Figure 1. M1 wires (run 1).
Supply wires on this layer in grey.
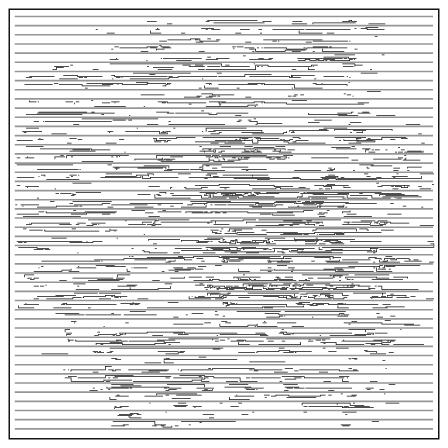
Figure 2. Metal 2 (run 1).
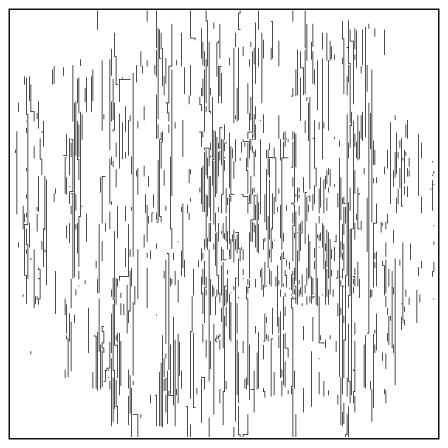
Figure 3. Signal wires on met3 (run 1).
The bar under the picture is 50 um long. Cells faint in the background.
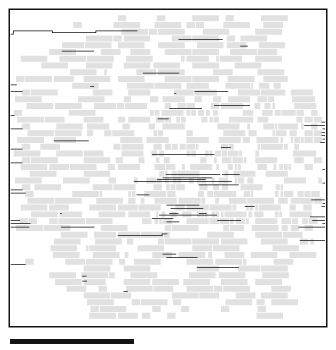
==> config.mk <==
export PLATFORM = sky130hd
export DESIGN_NAME = result_tx_flat
export DESIGN_NICKNAME = d
export VERILOG_FILES = /design/src/rtl/result_if.sv /design/src/rtl/result_tx.sv /design/src/flat_wrapper.sv
export SDC_FILE = /design/constraint.sdc
export NUM_CORES = 1
export LEC_CHECK = 0
export CAP_MARGIN = 20
export CORE_UTILIZATION = 45
export DETAILED_ROUTE_END_ITERATION = 8
export GPL_ROUTABILITY_DRIVEN = 0
export GPL_TIMING_DRIVEN = 0
export SLEW_MARGIN = 25
export SYNTH_ARGS = -nofsm -noshare
export SYNTH_HDL_FRONTEND = slang
export SYNTH_SLANG_ARGS = --single-unit
==> constraint.sdc <==
create_clock -name pi_clk -period 2.6 [get_ports pi_clk]
set_input_delay 0.78 -clock pi_clk [delete_from_list [all_inputs] [get_ports pi_clk]]
set_output_delay 0.78 -clock pi_clk [all_outputs]
set_load 0.005 [all_outputs]
==> ci_impl_report.md, run 1 <==
### Flow metrics

| Metric | Value |
|---|---|
| Crit-path cells | `or3_1, buf_6, nand2_4, inv_2, buf_6, ha_1, inv_1, ha_1, inv_1, fa_2, xnor2_2, xnor2_1` |
| RSZ-0062 raised after global routing | `no` |
| Worst endpoint required time | `roughly 2.9 ns` |
| Area leader, netlist | `edfxtp_1` |
| CTS Root Buffer Type | `clkbuf_16` |
| Max frequency | `slightly below 0.4 GHz` |
| Comb. cell area | `1860 um^2` |
| Crit path max fanout | `10` |
| Critical Path Source Type | `register` |
| DR DRC count | `0` |
| Crit Path Category | `register to register` |
| Clock sink count | `173` |
| FF+latch count, synth | `173` |
| Sum Neg Setup Slack | `0 ns` |
| Ao+oa area frac | `0.0752` |
| Initial DRC Count | `265` |
| DIE AREA | `16100 um^2` |
| Status | `finished, final reports clean` |
| Bufs and invs on worst path | `5` |
| Hpwl dp | `9.18 mm` |
| Height of the die | `roughly 130 um` |
-- Figure 1 (at the start) --
482 nets have wire on it. The layer holds 45% of the routed length.
M1 GR Usage: 0.255
DR vias: 3738
WL final: 13.6 mm

-- Figure 2 (at the start) --
The longest straight run is 68.3 um. The wires run mostly vertical.
Global Route met2 Usage: 0.293

-- Figure 3 (at the start) --
51 nets have wire on it. The longest straight run is 39.1 um.
GR Layer Usage met3: 0.0444

-- run 1: per-stage QoR --
| stage | setup slack [ns] | area, um^2 | instances |
|---|---|---|---|
| after floorplan | 0.00826 | 7040 | 397 |
| after global placement | -1.06 | 7770 | 634 |
| after detailed placement | -0.275 | 7900 | 639 |
| after CTS | 0.000819 | 8560 | 670 |
| after global routing | 0.00288 | 8590 | 673 |
| final | 0.0742 | 8590 | 673 |
-- run 1: per-layer routing --
layer  up-vias  share of wire  track usage
met5         -              0            0
met4         0          0.021       0.0840
met2        94           0.48        0.293
met1      1915           0.45        0.255
li1       1709              -            -
met3        20          0.042       0.0444
-- run 1: cell type report --
class,instances,share of cell area
plain buffers,33,0.0226
flip-flops and latches,173,0.579
inverters,10,0.00437
repair buffers,57,0.0743
well taps,188,0.0274
clock inverters,12,0.0255
clock buffers,19,0.0504
multi-input cells,181,0.217
-- run 1: where the power goes --
part	internal [mW]	switching [mW]	total [mW]
clock	1.79	0.992	2.78
combinational	1.53	1.36	2.89
sequential	3.73	0.340	4.07
-- run 1: cells in the final DEF, fill, tap and decap left out, types with 2 or more instances in the layout --
cell type        instances
xnor2_1                  4
clkinvlp_4               2
clkbuf_1                14
buf_2                    9
mux4_2                  32
dfrtp_2                  2
nand2_1                  3
clkinv_2                 3
a31o_2                   2
clkdlybuf4s50_1         48
mux2_2                   2
clkbuf_16               17
ha_1                     8
a21oi_1                 13
buf_4                   13
nor3b_1                 12
inv_1                    8
a221o_1                 12
o221a_2                 12
a22o_1                   9
nor2_1                  15
nand2b_1                13
o21ai_0                 13
edfxtp_1               128
bufinv_16                6
dfrtp_1                 43
buf_16                   4
o22ai_1                  2
buf_6                    3
nand3b_1                12
and2_2                   4
Figure 4. Clock wiring as the flow saved it (run 1).
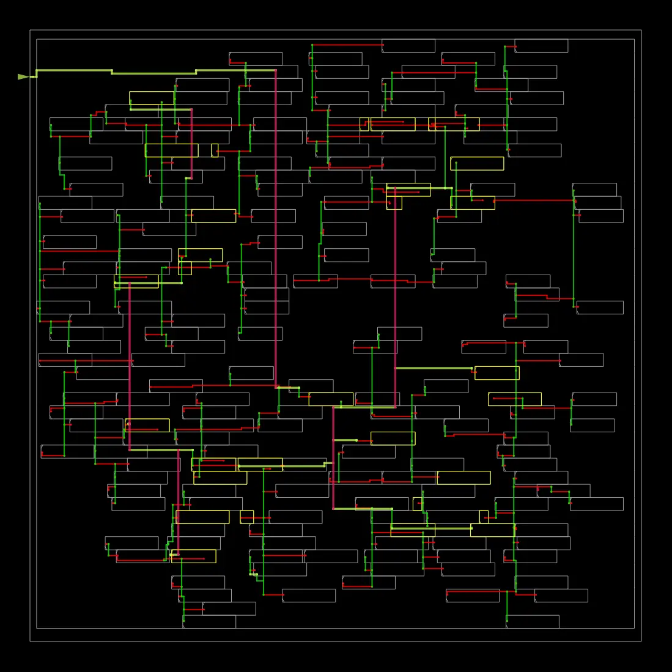

==> run 2: changes to the inputs <==
PLACE_DENSITY = 0.66   (was unset)
clock period = 2.1 ns   (was 2.6 ns; I/O delays follow)
Figure 5. Clock wiring as the flow saved it (run 2).
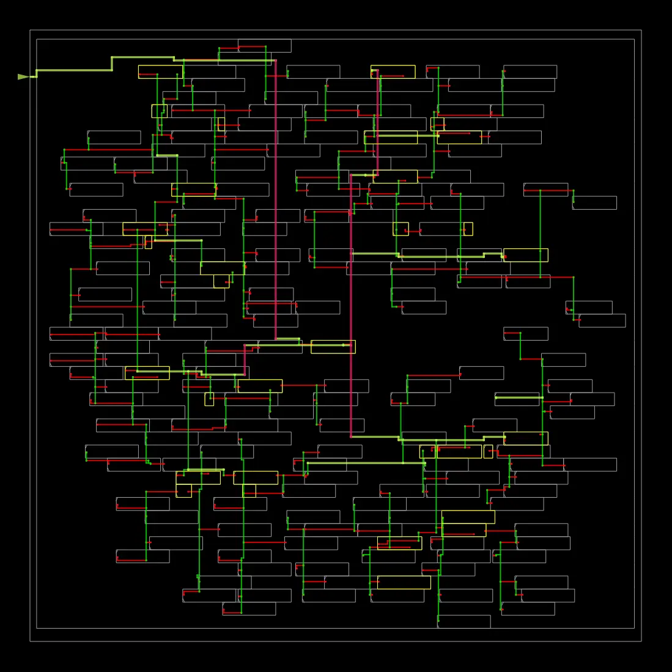
final-layout clock buffer total: 17
Flops: 173
clock sink count: 173

Figure 6. M1 wires (run 2).
Supply wires on this layer in grey.
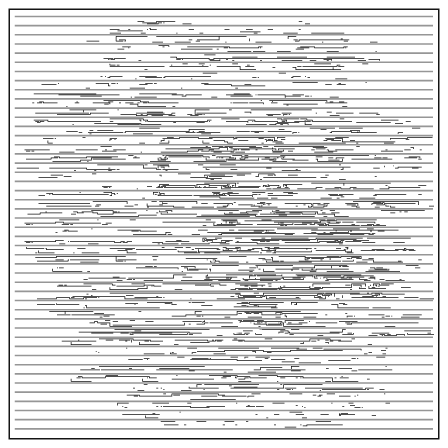
The wires run mostly horizontal. The longest straight run is 44.6 um.
M1 GR Usage: 0.247
DR vias: 3831
WL final: 13.8 mm

==> run 2 against run 1 <==
  * The run now ends with negative setup slack left
  * Global-route usage hardly changed
  * Largest cell class unchanged
  * Count of clock-buffer cells in the layout shrank 2
  * Cell area unchanged
  * Total power grew 22%
  * Synthesized cell count is the same
  * Combinational power increased by 29%
  * Critical endpoint unchanged
  * Clock power increased by 14%
==> ci_impl_report.md, run 2 <==
### Flow metrics

| Metric | Value |
|---|---|
| GR Layer Usage met3 | `0.0448` |
| Worst Hold Class | `primary input to asynchronous set/reset pin` |
| CTS Root Buffer Type | `clkbuf_16` |
| Initial Util | `0.463` |
| Final Hold Fails | `0` |
| CTS tree | `done` |
| Top cell excl fill/tap | `edfxtp_1` |
| Crit Path Category | `register to register` |
| Top cells excl fill/tap | `edfxtp_1 (128), clkdlybuf4s50_1 (46), dfrtp_1 (43)` |
| Synth Seq Share | `0.706` |
| GRT Max-Usage Layer | `met2` |
| Area leader, netlist | `edfxtp_1` |
| WL met1 | `6.07 mm` |
| Hpwl dp | `8.63 mm` |
| PnR worst setup slack | `-0.0301 ns` |
| Worst endpoint required time | `2.41 ns` |
| Final Instance Count excl. Fillers | `between 600 and 700` |
| Metal2 WL | `6.98 mm` |
| Core region area | `15200 um^2` |
| Initial DRC Count | `about 240` |
| DR DRC count | `0` |
| Final setup violation count | `1` |
| Global Route met2 Usage | `0.300` |
| Failing checks | `negative setup slack` |
| DIE AREA | `16100 um^2` |
| Crit path max fanout | `2` |
| RSZ-0062 raised after global routing | `yes` |
| Height of the die | `127 um` |
| Max frequency | `0.469 GHz` |
| Worst Path Arrival | `2.44 ns` |
| Placed insts | `around 640` |
| Post-detailed-route count of antenna-violating nets | `0` |
| Total global-route track usage | `0.188` |
| Met3 wire length | `594 um` |
| Critical Path Source Type | `register` |
| Hold-fix buffers, CTS | `0` |
| FF+latch count, synth | `173` |
| Status | `complete, but fails checks` |
| Highest metal used | `met4` |
[run 2: cell counts after synthesis]
Identical to the previous run, type by type.
[run 2: timing repair]
item / 4_1_cts / 5_1_grt
gates cloned: 1 / 0
gates resized: 16 / 8
pin swaps: 8 / 2
setup endpoints to repair: 132 / 10
setup buffers: 8 / 6
[run 2: layout make-up]
| class | count | area (um^2) |
|---|---|---|
| plain buffers | 30 | 173 |
| clock buffers | 17 | 425 |
| repair buffers | 64 | 627 |
| inverters | 10 | 52.6 |
| multi-input cells | 182 | 1930 |
| flip-flops and latches | 173 | 4970 |
| fillers | 1199 | 6610 |
| well taps | 188 | 235 |
| clock inverters | 15 | 171 |
[run 2: through the flow]
step	utilization	setup TNS [ns]	cell area [um^2]	setup slack (ns)
global placement	0.515	-140.82	7820	-0.980
finish	0.565	-0.0301	8590	-0.0301
floorplan	-	-0.414	7100	-0.251
CTS	0.562	-0.0740	8550	-0.0720
global route	0.565	-0.138	8590	-0.0906
detailed placement	0.516	-109.41	7850	-0.875
[run 2: worst max-delay path, stage by stage (launching register included)]
cell	delay, ns
dfrtp_2	0.42
or3_4	0.41
nand2_8	0.10
inv_12	0.04
ha_4	0.21
inv_4	0.05
ha_4	0.12
inv_2	0.03
fa_2	0.36
xnor2_2	0.14
xnor2_1	0.12
[run 2: logic make-up after synthesis]
| kind of cell | count (synthesis) | share of synthesized area |
|---|---|---|
| buf+inv | 43 | 0.0320 |
| compound gates | 67 | 0.0752 |
| fa+ha+maj | 9 | 0.0171 |
| mux | 35 | 0.107 |
| flops | 173 | 0.706 |
| xor+xnor | 5 | 0.00622 |
| simple gates | 65 | 0.0560 |
[run 2: power breakdown]
part	total (mW)	leakage [nW]	internal (mW)	switching, mW
registers	5.01	1.73	4.62	0.393
logic	3.72	1.04	1.94	1.78
clock network	3.16	0.285	1.87	1.29
No activity file was given, so power comes from the tool's default toggle rates.
